[src/rtl/sci_pkg.sv]
// Shared SCI definitions: frame state encoding, WNR polarity and frame length.
package sci_pkg;

  typedef enum logic [2:0] {
    S_IDLE  = 3'd0,
    S_CMD   = 3'd1,
    S_ADDR  = 3'd2,
    S_WDATA = 3'd3,
    S_WACK  = 3'd4,
    S_RWAIT = 3'd5,
    S_RDATA = 3'd6,
    S_GAP   = 3'd7
  } sci_state_e;

  // WNR bit value meaning "write"; the slave decodes the same polarity.
  localparam logic SCI_WNR_WRITE = 1'b1;

  function automatic int unsigned sci_frame_len(input int unsigned aw, input int unsigned dw);
    return 1 + aw + dw;
  endfunction

endpackage

[src/rtl/sci_master_if.sv]
// Command/response handshake plus SCI serial lines between controller, master and slave.
interface sci_master_if #(
  parameter int ADDR_WIDTH = 8,
  parameter int DATA_WIDTH = 8
);
  logic                  CMD_VALID;
  logic                  CMD_READY;
  logic                  CMD_WNR;
  logic [ADDR_WIDTH-1:0] CMD_ADDR;
  logic [DATA_WIDTH-1:0] CMD_WDATA;
  logic                  RSP_VALID;
  logic [DATA_WIDTH-1:0] RSP_RDATA;
  logic                  RSP_ERR;
  logic                  SCI_CSN;
  logic                  SCI_REQ;
  logic                  SCI_RESP;
  logic                  SCI_ACK;

  modport master (
    input  CMD_VALID, CMD_WNR, CMD_ADDR, CMD_WDATA, SCI_RESP, SCI_ACK,
    output CMD_READY, RSP_VALID, RSP_RDATA, RSP_ERR, SCI_CSN, SCI_REQ
  );

  modport slave (
    output CMD_VALID, CMD_WNR, CMD_ADDR, CMD_WDATA, SCI_RESP, SCI_ACK,
    input  CMD_READY, RSP_VALID, RSP_RDATA, RSP_ERR, SCI_CSN, SCI_REQ
  );
endinterface

[src/rtl/sci_frame_shifter.sv]
// PISO for the outgoing wnr/addr/wdata frame and SIPO for incoming read data.
module sci_frame_shifter
  import sci_pkg::*;
#(
  parameter int ADDR_WIDTH = 8,
  parameter int DATA_WIDTH = 8
) (
  input  logic                  CLK,
  input  logic                  RST,
  input  logic                  load,
  input  logic                  shift,
  input  logic                  capture,
  input  logic                  wnr,
  input  logic [ADDR_WIDTH-1:0] addr,
  input  logic [DATA_WIDTH-1:0] wdata,
  input  logic                  resp,
  output logic                  req,
  output logic [DATA_WIDTH-1:0] rd_next
);
  localparam int FL = sci_frame_len(ADDR_WIDTH, DATA_WIDTH);

  logic [FL-1:0]         piso;
  logic [DATA_WIDTH-1:0] sipo;

  // Reads load zeros in the data slot so REQ idles low once the address is out.
  assign req     = piso[FL-1];
  assign rd_next = DATA_WIDTH'({sipo, resp});

  always_ff @(posedge CLK) begin
    if (RST) begin
      piso <= '0;
      sipo <= '0;
    end else begin
      if (load)
        piso <= {wnr, addr, {DATA_WIDTH{wnr == SCI_WNR_WRITE}} & wdata};
      else if (shift)
        piso <= {piso[FL-2:0], 1'b0};
      if (capture)
        sipo <= rd_next;
    end
  end

endmodule

[src/rtl/sci_master.sv]
// SCI bus initiator: serialises one command per frame and returns one response per command.
module sci_master
  import sci_pkg::*;
#(
  parameter int ADDR_WIDTH     = 8,
  parameter int DATA_WIDTH     = 8,
  parameter int TIMEOUT_CYCLES = 64,
  parameter int GAP_CYCLES     = 2
) (
  input  logic          CLK,
  input  logic          RST,
  sci_master_if.master  bus
);
  localparam int CW = $clog2(ADDR_WIDTH + DATA_WIDTH + GAP_CYCLES + 1);
  localparam int TW = $clog2(TIMEOUT_CYCLES + 1);

  sci_state_e            state;
  logic [CW-1:0]         cnt;
  logic [TW-1:0]         to_cnt;
  logic                  cmd_ready, csn, rsp_valid, rsp_err, wnr_q, req;
  logic [DATA_WIDTH-1:0] rsp_rdata, rd_next;
  logic                  hs, in_tx, in_rd, ack;

  assign hs    = (state == S_IDLE) && cmd_ready && bus.CMD_VALID;
  assign in_tx = state inside {S_CMD, S_ADDR, S_WDATA};
  assign in_rd = state inside {S_RWAIT, S_RDATA};
  // ACK is only looked at while a response is awaited; other states never see it.
  assign ack   = (in_rd || state == S_WACK) && bus.SCI_ACK;

  sci_frame_shifter #(.ADDR_WIDTH(ADDR_WIDTH), .DATA_WIDTH(DATA_WIDTH)) u_shifter (
    .CLK     (CLK),
    .RST     (RST),
    .load    (hs),
    .shift   (in_tx),
    .capture (in_rd && ack),
    .wnr     (bus.CMD_WNR),
    .addr    (bus.CMD_ADDR),
    .wdata   (bus.CMD_WDATA),
    .resp    (bus.SCI_RESP),
    .req     (req),
    .rd_next (rd_next)
  );

  assign bus.CMD_READY = cmd_ready;
  assign bus.RSP_VALID = rsp_valid;
  assign bus.RSP_RDATA = rsp_rdata;
  assign bus.RSP_ERR   = rsp_err;
  assign bus.SCI_CSN   = csn;
  assign bus.SCI_REQ   = req;

  always_ff @(posedge CLK) begin
    if (RST) begin
      state     <= S_IDLE;
      cnt       <= '0;
      to_cnt    <= '0;
      cmd_ready <= 1'b0;
      csn       <= 1'b1;
      rsp_valid <= 1'b0;
      rsp_err   <= 1'b0;
      rsp_rdata <= '0;
      wnr_q     <= 1'b0;
    end else begin
      rsp_valid <= 1'b0;
      case (state)
        S_IDLE:
          if (hs) begin
            cmd_ready <= 1'b0;
            csn       <= 1'b0;
            wnr_q     <= bus.CMD_WNR;
            state     <= S_CMD;
          end else begin
            cmd_ready <= 1'b1;
          end
        S_CMD: begin
          cnt   <= '0;
          state <= S_ADDR;
        end
        S_ADDR:
          if (cnt == CW'(ADDR_WIDTH - 1)) begin
            cnt    <= '0;
            to_cnt <= '0;
            state  <= (wnr_q == SCI_WNR_WRITE) ? S_WDATA : S_RWAIT;
          end else begin
            cnt <= cnt + 1'b1;
          end
        S_WDATA:
          if (cnt == CW'(DATA_WIDTH - 1)) begin
            cnt    <= '0;
            to_cnt <= '0;
            state  <= S_WACK;
          end else begin
            cnt <= cnt + 1'b1;
          end
        // cnt counts ACKed read bits here; an ACK on the expiry cycle still wins.
        S_WACK, S_RWAIT, S_RDATA:
          if (ack) begin
            to_cnt <= '0;
            if (state == S_WACK || cnt == CW'(DATA_WIDTH - 1)) begin
              cnt       <= '0;
              csn       <= 1'b1;
              rsp_valid <= 1'b1;
              rsp_err   <= 1'b0;
              state     <= S_GAP;
              if (state != S_WACK) rsp_rdata <= rd_next;
            end else begin
              cnt   <= cnt + 1'b1;
              state <= S_RDATA;
            end
          end else if (to_cnt == TW'(TIMEOUT_CYCLES - 1)) begin
            cnt       <= '0;
            to_cnt    <= '0;
            csn       <= 1'b1;
            rsp_valid <= 1'b1;
            rsp_err   <= 1'b1;
            state     <= S_GAP;
          end else begin
            to_cnt <= to_cnt + 1'b1;
          end
        S_GAP:
          if (cnt == CW'(GAP_CYCLES - 1)) begin
            cnt       <= '0;
            cmd_ready <= 1'b1;
            state     <= S_IDLE;
          end else begin
            cnt <= cnt + 1'b1;
          end
        default: state <= S_IDLE;
      endcase
    end
  end

endmodule

[src/flat_wrapper.sv]
// flat-port wrapper written by rule: the top's interface ports become plain ports
module sci_master_flat import sci_pkg::*;
#(
  parameter int ADDR_WIDTH     = 8,
  parameter int DATA_WIDTH     = 8,
  parameter int TIMEOUT_CYCLES = 64,
  parameter int GAP_CYCLES     = 2
)
  (CLK, RST, bus_CMD_VALID, bus_CMD_WNR, bus_CMD_ADDR, bus_CMD_WDATA, bus_SCI_RESP, bus_SCI_ACK, bus_CMD_READY, bus_RSP_VALID, bus_RSP_RDATA, bus_RSP_ERR, bus_SCI_CSN, bus_SCI_REQ);
  sci_master_if #(.ADDR_WIDTH(ADDR_WIDTH), .DATA_WIDTH(DATA_WIDTH)) bus_i ();
  input  logic CLK;
  input  logic RST;
  input wire logic [$bits(bus_i.CMD_VALID)-1:0] bus_CMD_VALID;
  input wire logic [$bits(bus_i.CMD_WNR)-1:0] bus_CMD_WNR;
  input wire logic [$bits(bus_i.CMD_ADDR)-1:0] bus_CMD_ADDR;
  input wire logic [$bits(bus_i.CMD_WDATA)-1:0] bus_CMD_WDATA;
  input wire logic [$bits(bus_i.SCI_RESP)-1:0] bus_SCI_RESP;
  input wire logic [$bits(bus_i.SCI_ACK)-1:0] bus_SCI_ACK;
  output wire logic [$bits(bus_i.CMD_READY)-1:0] bus_CMD_READY;
  output wire logic [$bits(bus_i.RSP_VALID)-1:0] bus_RSP_VALID;
  output wire logic [$bits(bus_i.RSP_RDATA)-1:0] bus_RSP_RDATA;
  output wire logic [$bits(bus_i.RSP_ERR)-1:0] bus_RSP_ERR;
  output wire logic [$bits(bus_i.SCI_CSN)-1:0] bus_SCI_CSN;
  output wire logic [$bits(bus_i.SCI_REQ)-1:0] bus_SCI_REQ;
  assign bus_i.CMD_VALID = bus_CMD_VALID;
  assign bus_i.CMD_WNR = bus_CMD_WNR;
  assign bus_i.CMD_ADDR = bus_CMD_ADDR;
  assign bus_i.CMD_WDATA = bus_CMD_WDATA;
  assign bus_i.SCI_RESP = bus_SCI_RESP;
  assign bus_i.SCI_ACK = bus_SCI_ACK;
  assign bus_CMD_READY = bus_i.CMD_READY;
  assign bus_RSP_VALID = bus_i.RSP_VALID;
  assign bus_RSP_RDATA = bus_i.RSP_RDATA;
  assign bus_RSP_ERR = bus_i.RSP_ERR;
  assign bus_SCI_CSN = bus_i.SCI_CSN;
  assign bus_SCI_REQ = bus_i.SCI_REQ;
  sci_master #(.ADDR_WIDTH(ADDR_WIDTH), .DATA_WIDTH(DATA_WIDTH), .TIMEOUT_CYCLES(TIMEOUT_CYCLES), .GAP_CYCLES(GAP_CYCLES)) u_core (.CLK(CLK), .RST(RST), .bus(bus_i));
endmodule
[config.mk]
export PLATFORM = sky130hd
export DESIGN_NAME = sci_master_flat
export DESIGN_NICKNAME = d
export VERILOG_FILES = /design/src/rtl/sci_pkg.sv /design/src/rtl/sci_master_if.sv /design/src/rtl/sci_frame_shifter.sv /design/src/rtl/sci_master.sv /design/src/flat_wrapper.sv
export SDC_FILE = /design/constraint.sdc
export NUM_CORES = 1
export LEC_CHECK = 0
export ABC_CLOCK_PERIOD_IN_PS = 3800
export CORE_AREA = 10 10 91 101
export DETAILED_ROUTE_END_ITERATION = 10
export DIE_AREA = 0 0 101 111
export HOLD_SLACK_MARGIN = 0.05
export PLACE_DENSITY = 0.61
export SLEW_MARGIN = 20
export SYNTH_ARGS = -nofsm -noshare
export SYNTH_HDL_FRONTEND = slang
export SYNTH_SLANG_ARGS = --single-unit
[constraint.sdc]
create_clock -name CLK -period 3.8 [get_ports CLK]
set_clock_uncertainty 0.2 [all_clocks]
set_input_delay 0.95 -clock CLK [delete_from_list [all_inputs] [get_ports CLK]]
set_output_delay 0.95 -clock CLK [all_outputs]
set_load 0.05 [all_outputs]
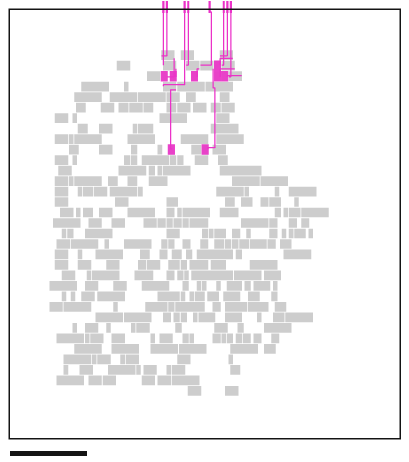
**Above:** run 1 (wires at chosen ports, followed through buffers).
Scale bar: 20 µm.
| port | color | bits | direction | edge | end cells | wire |
|---|---|---|---|---|---|---|
| bus_CMD_WDATA | magenta | 8 | input | top | 8 | 195 µm |
PortBufs: 34
io pins: 35

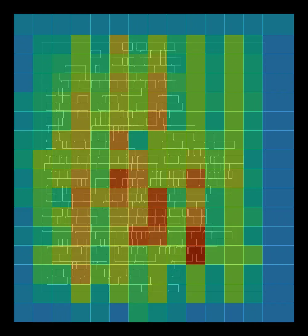
**Above:** run 1 (routing congestion).
most crowded layer after global routing: met2
met1 Use GR: 0.116
Final Util: 0.408

==> ci_impl_report.md, run 1 <==
### Yosys + OpenROAD results

| Metric | Value |
|---|---|
| Biggest Area Class | multi-input combinational cells |
| HPWL Detailed | 3440 µm |
| 1st-iter DRT viols | 101 |
| DRC | 0 |
| Highest layer used for signal routing | met4 |
| Synth area leader | dfxtp_1 |
| Final hold vios | 0 |
| Vias per Instance | 4.99 |
| Setup TNS | 0 ns |
| Proportion of cell area occupied by registers | 0.353 |
| Clk root buf | clkbuf_8 |
| Gr usage total | 0.0890 |
| Dpl cells | 364 |
| Critical Path Start | u_core.bus.CMD_READY$_SDFFE_PP0P_ |
| Startpoint types | register |
| Cell area power density | 394 nW/µm² |
| Finished Cell Area | 2950 µm² |
| RD Place Congestion | 0.767 |
| Final Non-Filler Cells | 371 |
| CTS H-tree depth | 2 |
| Comb/total area | 0.439 |
| Slew margin rel. | 0.302 |
| Post-Syn Area | 2440 µm² |
| Met3 Use GR | 0.0299 |
| Die Ht | 111 µm |
| Outcome | completed |
| Post-Syn Instances | 257 |
| Delay-heaviest family, CP | buffers and inverters |
| Slowest stage delay, CP | 0.85 ns |
| Clock Path Buffers | 2 |
| Rows | 33 |
| Share of layout cells above drive strength 1 | 0.0810 |
| Post-CTS Setup Bufs | 0 |
| Initial antenna violation count | 0 |
| First-pass GRT wire length | 8570 µm |
| Wire length on met3 | 221 µm |
| Least-Margin Pin Slew | 1.05 ns |
| Clock buf count | 5 |
| Flops after synth | 52 |
| R2R depth | 4 |
| Clock-pin slew on the worst setup and hold paths | 0.09 ns |
| Crit Path Category | reg2out |
| Hold depth | 2 |
| Core Area | 7230 µm² |
| M1 WL | 2440 µm |
| Mux frac, synth | 0.128 |
| Fmax | 368 MHz |
| Sw frac | 0.231 |
| Layout filler cell count | 728 |
| Worst hold path endpoint | u_core.bus.RSP_ERR$_SDFFE_PP0P_ |
| Adder Share, Synth | 0.0154 |
| Cell area leaders | dfxtp_1, mux2i_1, nor2_1 |
| Setup crit end kind | primary output |
| Comb power frac | 0.120 |
| HP Start | u_core.bus.RSP_ERR$_SDFFE_PP0P_ |
| Max FFs per register | 17 |
| Critical Path Sink | bus_CMD_READY |
| Flop area | 1040 µm² |
| Met2 WL post-DR | 2250 µm |
| First-pass DRT Iterations | 4 |
| Yosys stat chip area | 2440 µm² |
| Antenna diodes | 0 |
| M2 GR Usage | 0.136 |
| Fin crit period | 2.71 ns |
| Worst path depth | 1 |
| Switching Power | 0.268 mW |
| Min Hold Slack | 0.253 ns |
| Most flop-heavy register | u_core.u_shifter.piso |
| Internal power | 0.893 mW |
| Critical Path, Cell by Cell | clkdlybuf4s50_1 |
| Post-synthesis sequential area ratio | 0.427 |
| Antenna Violating Nets Remaining | 0 |
| CP max FO | 5 |
| CTS tree | built |
| Post-synthesis xor/xnor area fraction | 0.0282 |
| Power Total | 1.16 mW |
| Signal buffers | 35 |
| Yosys cell count | 257 |
| Die area | 11200 µm² |
| Latency at later pin | 0.30 ns |
| Top logic family | simple AND/OR/NAND/NOR gates |
| Final setup vio count | 0 |
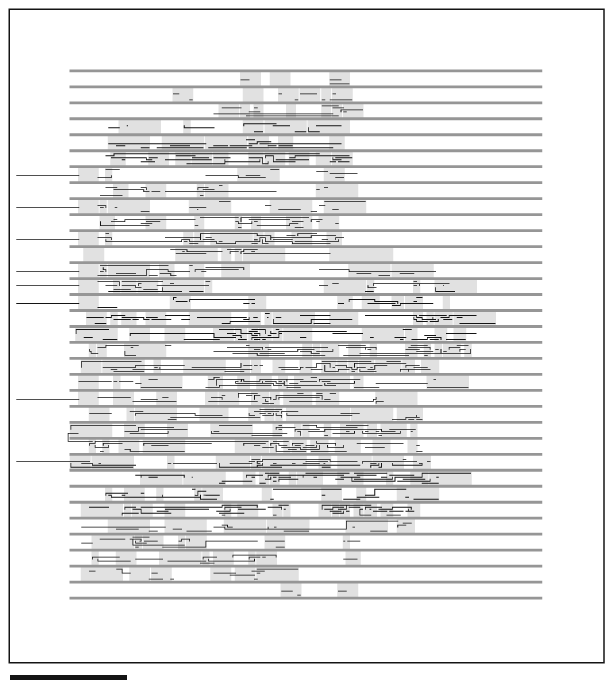
**Above:** run 1 (M1 wires).
Scale bar: 20 µm. Supply wires on this layer in gray.
wire length on this layer: 2440 µm
nets with wire on the layer: 286
main direction: horizontal
share of all routed wire: 49%
Vias: 1852
Total Wirelength: 4970 µm

run 1: stage by stage:
step	setup slack, ns	util
finish	1.09	0.408
global route	0.988	0.408
CTS	1.07	0.408
detailed placement	0.984	0.390
global placement	1.02	0.390
floorplan	1.66	-
run 1: power by group through the flow:
stage	logic (mW)	registers (mW)	clock network (mW)
2_1_floorplan	0.0928	0.601	0
3_3_place_gp	0.139	0.598	0
3_5_place_dp	0.140	0.598	0
4_1_cts	0.141	0.586	0.453
5_1_grt	0.153	0.590	0.468
6_report	0.139	0.586	0.437
**Run 1: routed metal, one color a layer**

Only two layers are drawn.
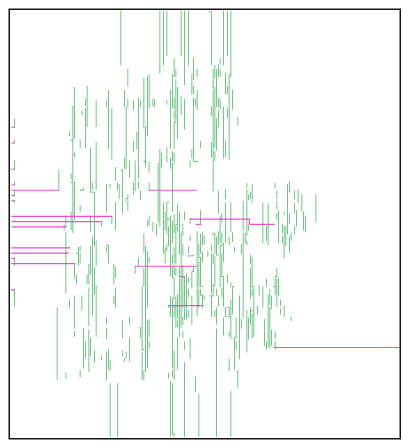

--- run 2 (diff from run 1) ---
- ABC_CLOCK_PERIOD_IN_PS: 3800 -> 2700
- clock period: 3.8 -> 2.7 ns (I/O delays scaled with it)
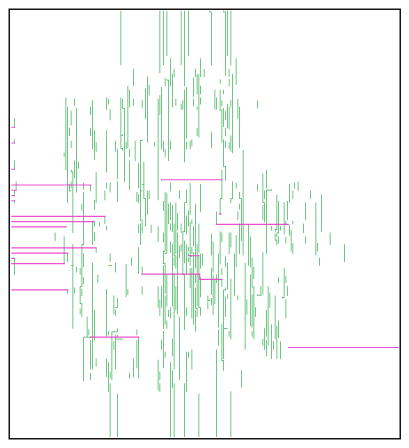
**Above:** run 2 (routed metal, one color a layer).
Only two layers are drawn.
| layer | color | wire length |
|---|---|---|
| M3 | magenta | 250 µm |
| M2 | green | 2370 µm |
WL/cell: 13.7 µm
Total Wirelength: 5140 µm
gr usage total: 0.0947

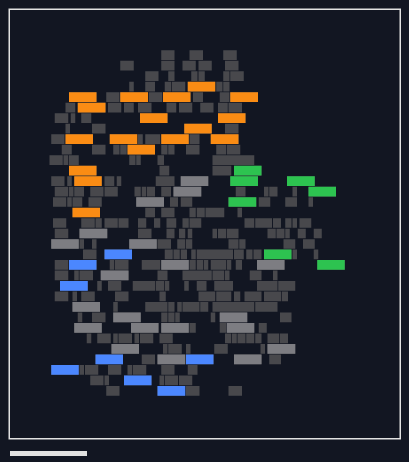
**Above:** run 2 (where the registers sit).
Scale bar: 20 µm.
| netlist name | color | sequential cells |
|---|---|---|
| u_core.u_shifter.piso | orange | 17 |
| u_core.bus.RSP_RDATA | blue | 8 |
| u_core.to_cnt | green | 7 |
not colored: 20
proportion of cell area occupied by registers: 0.349
Final Util: 0.413

==> run 2 against run 1 <==
Routed wire length rose by 3.4%. Via count rose by 1.8%. Total power rose by 42%. Count of clock-buffer cells in the layout did not move. Non-clock buffer count rose by 5. Largest power group unchanged.
==> ci_impl_report.md, run 2 <==
### Yosys + OpenROAD results

| Metric | Value |
|---|---|
| Outcome | completed |
| Flop area | 1040 µm² (unchanged) |
| Io pins | 35 (unchanged) |
| Cell area leaders | dfxtp_1, mux2i_1, nor2_1 |
| Worst path depth | 1 (unchanged) |
| Delay-heaviest family, CP | buffers and inverters |
| Finished Cell Area | 2990 µm² (+1.3%) |
| Clk root buf | clkbuf_8 |
| Biggest Area Class | multi-input combinational cells |
| HP Start | u_core.bus.RSP_ERR$_SDFFE_PP0P_ |
| Slowest stage delay, CP | 0.85 ns (about the same) |
| CTS H-tree depth | 2 (unchanged) |
| Highest layer used for signal routing | met4 |
| Clock buf count | 5 (unchanged) |
| Final worst slack | 0.260 ns (-0.825 ns) |
| Layout filler cell count | 712 (-2.2%) |
| Wire length on met3 | 249 µm (+13%) |
| Most crowded layer after global routing | met2 |
| Adder Share, Synth | 0.0154 (unchanged) |
| Signal buffers | 40 (+14%) |
| PortBufs | 34 (unchanged) |
| Post-synthesis xor/xnor area fraction | 0.0282 (unchanged) |
| CTS tree | built |
| Slew margin rel. | 0.574 (+0.272) |
| Setup TNS | 0 ns (unchanged) |
| Top logic family | simple AND/OR/NAND/NOR gates |
| Flops after synth | 52 (unchanged) |
| Antenna diodes | 0 (unchanged) |
| Top power group | registers |
| Final hold vios | 0 (unchanged) |
| Power Total | 1.64 mW (+42%) |
| Core Area | 7230 µm² (unchanged) |
| Fmax | 410 MHz |
| Seq pwr | 0.823 mW (+40%) |
| Rows | 33 (unchanged) |
| Dpl cells | 369 (+1.4%) |
| Most flop-heavy register | u_core.u_shifter.piso |
| Met2 WL post-DR | 2370 µm (+5.3%) |
| Die area | 11200 µm² (unchanged) |
| Initial antenna violation count | 0 (unchanged) |
| Post-Syn Instances | 257 (unchanged) |
| Synth area leader | dfxtp_1 |
| Final setup vio count | 0 (unchanged) |
| Post-synthesis sequential area ratio | 0.427 (unchanged) |
| Max FFs per register | 17 (unchanged) |
| RD Place Congestion | 0.818 (+6.8%) |
| Post-CTS Setup Bufs | 0 (unchanged) |
| Startpoint types | register |
| Hold depth | 2 (unchanged) |
| Antenna Violating Nets Remaining | 0 (unchanged) |
| 1st-iter DRT viols | 98 (-3.0%) |
| Worst hold path endpoint | u_core.bus.RSP_ERR$_SDFFE_PP0P_ |
| Die Ht | 111 µm (unchanged) |
| Post-Syn Area | 2440 µm² (unchanged) |
| Share of layout cells above drive strength 1 | 0.0969 (+0.0159) |
| Clock Path Buffers | 2 (unchanged) |
| Latency at later pin | 0.30 ns (about the same) |
| R2R depth | 6 (+2) |
| Least-Margin Pin Slew | 0.639 ns (-0.408 ns) |
| Cell area power density | 551 nW/µm² (+40%) |
| HPWL Detailed | 3690 µm (+7.1%) |
| Comb/total area | 0.434 (-0.00552) |
| Vias | 1885 (+1.8%) |
| EDFF count, synth | 0 |
| Fin crit period | 2.44 ns |
| Yosys cell count | 257 (unchanged) |
| Number of global-route vias before repair | 1929 |
| Mux frac, synth | 0.128 (unchanged) |
| Clock-pin slew on the worst setup and hold paths | 0.09 ns (about the same) |
| First-pass DRT Iterations | 4 (unchanged) |
| Setup crit end kind | primary output |
| Vias per Instance | 5.01 (+0.43%) |
| Syn_area_per_cell | 9.48 µm² |
| Combinational-cell power consumption | 0.204 mW (+47%) |
| M1 WL | 2470 µm (+0.98%) |
| Critical Path, Cell by Cell | clkdlybuf4s50_1 |
| First-pass GRT wire length | 9040 µm (+5.5%) |
| Sw frac | 0.233 (+0.00200) |
| Switching Power | 0.383 mW (+43%) |
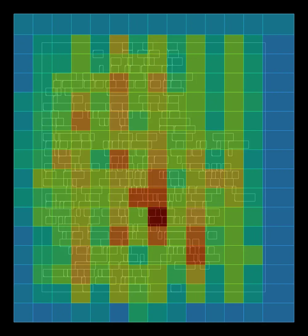
**Above:** run 2 (routing congestion).
met1 Use GR: 0.120
M2 GR Usage: 0.146
met3 Use GR: 0.0330

-- run 2: cell counts after synthesis --
No cell type changed its count.
-- run 2: worst max path at each step --
stage / from / to / slack [ns]
after detailed placement: bus_SCI_ACK / u_core.cnt[2]$_SDFFE_PP0P_ / 0.15
final: u_core.bus.CMD_READY$_SDFFE_PP0P_ / bus_CMD_READY / 0.26
after global routing: u_core.bus.CMD_READY$_SDFFE_PP0P_ / bus_CMD_READY / 0.18
after global placement: bus_SCI_ACK / u_core.bus.CMD_READY$_SDFFE_PP0P_ / 0.21
after CTS: u_core.bus.CMD_READY$_SDFFE_PP0P_ / bus_CMD_READY / 0.24
after floorplan: u_core.cnt[0]$_SDFFE_PP0P_ / u_core.cnt[2]$_SDFFE_PP0P_ / 0.82
**Run 2: wires at chosen ports, followed through buffers**

Scale bar: 20 µm.
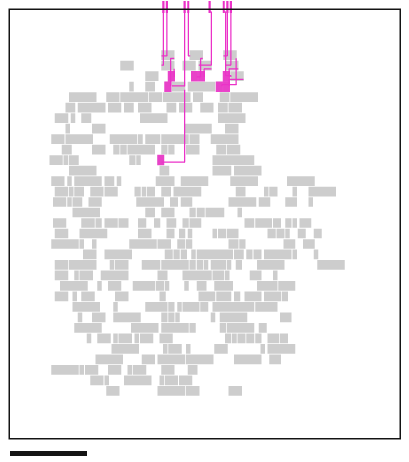

--- run 3 (diff from run 2) ---
- CORE_AREA: 10 10 91 101 -> 4 4 83 93
- DIE_AREA: 0 0 101 111 -> 0 0 87 97
- PLACE_DENSITY: 0.61 -> 0.64
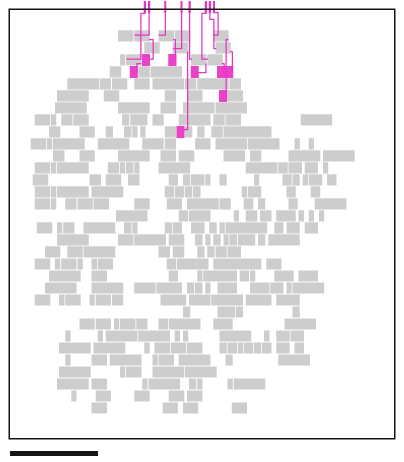
**Above:** run 3 (wires at chosen ports, followed through buffers).
Scale bar: 20 µm.

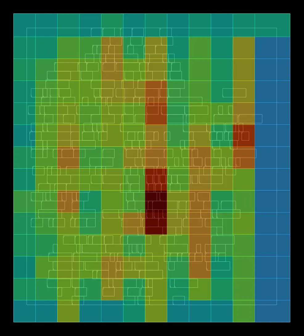
**Above:** run 3 (routing congestion).
met3 Use GR: 0.0341
WL/cell: 12.9 µm

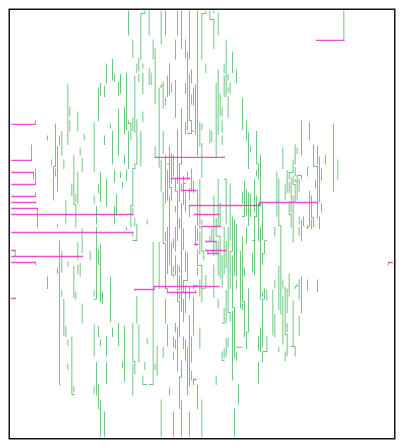
**Above:** run 3 (routed metal, one color a layer).
Only two layers are drawn.
| layer | color | wire length |
|---|---|---|
| M2 | green | 2340 µm |
| M3 | magenta | 219 µm |
Total Wirelength: 4850 µm
gr usage total: 0.121
Vias: 1932

==> run 3 against run 2 <==
Area after synthesis unchanged. Cell area up 0.84%. Total power down 0.13%. Worst hold slack worse by 0.0046 ns.
==> ci_impl_report.md, run 3 <==
### Yosys + OpenROAD results

| Metric | Value |
|---|---|
| Setup crit end kind | primary output |
| Most flop-heavy register | u_core.u_shifter.piso |
| Final worst slack | 0.263 ns (+0.00366 ns) |
| Switching Power | 0.377 mW (-1.7%) |
| CTS tree | built |
| Core Area | 6850 µm² (-5.2%) |
| M1 WL | 2190 µm (-11%) |
| Fmax | 410 MHz (+0.15%) |
| Clock Path Buffers | 2 (unchanged) |
| Slew margin rel. | 0.634 (+0.0600) |
| Latency at later pin | 0.30 ns (about the same) |
| Die area | 8440 µm² (-25%) |
| Critical Path, Cell by Cell | clkdlybuf4s50_1 |
| Yosys cell count | 257 (unchanged) |
| Clock-pin slew on the worst setup and hold paths | 0.09 ns (about the same) |
| Power Total | 1.64 mW (-0.13%) |
| Mux frac, synth | 0.128 (unchanged) |
| Post-synthesis xor/xnor area fraction | 0.0282 (unchanged) |
| Clock buf count | 5 (unchanged) |
| Sw frac | 0.230 (-0.00356) |
| Die Ht | 97 µm (-13%) |
| CTS H-tree depth | 2 (unchanged) |
| Delay-heaviest family, CP | buffers and inverters |
| 1st-iter DRT viols | 115 (+17%) |
| RD Place Congestion | 0.848 (+3.6%) |
| Io pins | 35 (unchanged) |
| Highest layer used for signal routing | met4 |
| Cell area power density | 546 nW/µm² (-0.96%) |
| Die width | 87 µm |
| Met2 WL post-DR | 2340 µm (-1.2%) |
| Flops after synth | 52 (unchanged) |
| Share of layout cells above drive strength 1 | 0.103 (+0.00621) |
| Vias per Instance | 5.14 (+2.5%) |
| Number of global-route vias before repair | 1869 (-3.1%) |
| Biggest Area Class | multi-input combinational cells |
| Synth area leader | dfxtp_1 |
| PortBufs | 34 (unchanged) |
| EDFF count, synth | 0 (unchanged) |
| Comb/total area | 0.430 (-0.00361) |
| Setup TNS | 0 ns (unchanged) |
| First-pass GRT wire length | 8370 µm (-7.4%) |
| Adder Share, Synth | 0.0154 (unchanged) |
| Outcome | completed |
| M2 GR Usage | 0.195 (+0.0494) |
| Most crowded layer after global routing | met2 |
| Top logic family | simple AND/OR/NAND/NOR gates |
| Least-Margin Pin Slew | 0.545 ns (-0.0942 ns) |
| Final setup vio count | 0 (unchanged) |
| Rows | 32 (-3.0%) |
| Initial antenna violation count | 0 (unchanged) |
| Post-Syn Area | 2440 µm² (unchanged) |
| Clk root buf | clkbuf_8 |
| Post-synthesis sequential area ratio | 0.427 (unchanged) |
| Flop area | 1040 µm² (unchanged) |
| Fin crit period | 2.44 ns (-0.00366 ns) |
| Slowest stage delay, CP | 0.85 ns (about the same) |
| Met1 Use GR | 0.151 (+0.0309) |
| Top power group | registers |
| Startpoint types | register |
| Reg power frac | 0.500 |
| Max FFs per register | 17 (unchanged) |
| Antenna Violating Nets Remaining | 0 (unchanged) |
| Layout filler cell count | 658 (-7.6%) |
| Combinational-cell power consumption | 0.210 mW (+3%) |
| Syn_area_per_cell | 9.48 µm² (unchanged) |
| Antenna diodes | 0 (unchanged) |
| HPWL Detailed | 3390 µm (-8.0%) |
| Dpl cells | 369 (unchanged) |
[run 3: cell count changes in the layout (fill, tap and decap cells not counted)]
cell	before	now
buf_4	6	7
buf_12	0	1
[run 3: final timing paths]
path,from,to,slack [ns],depth (start not counted)
max,u_core.bus.CMD_READY$_SDFFE_PP0P_,bus_CMD_READY,0.26,1
min,u_core.bus.RSP_ERR$_SDFFE_PP0P_,u_core.bus.RSP_ERR$_SDFFE_PP0P_,0.25,2
max reg2reg,u_core.cnt[0]$_SDFFE_PP0P_,u_core.cnt[2]$_SDFFE_PP0P_,0.54,6
min reg2reg,u_core.bus.RSP_ERR$_SDFFE_PP0P_,u_core.bus.RSP_ERR$_SDFFE_PP0P_,0.25,2
Power and IR drop assume default switching activity.
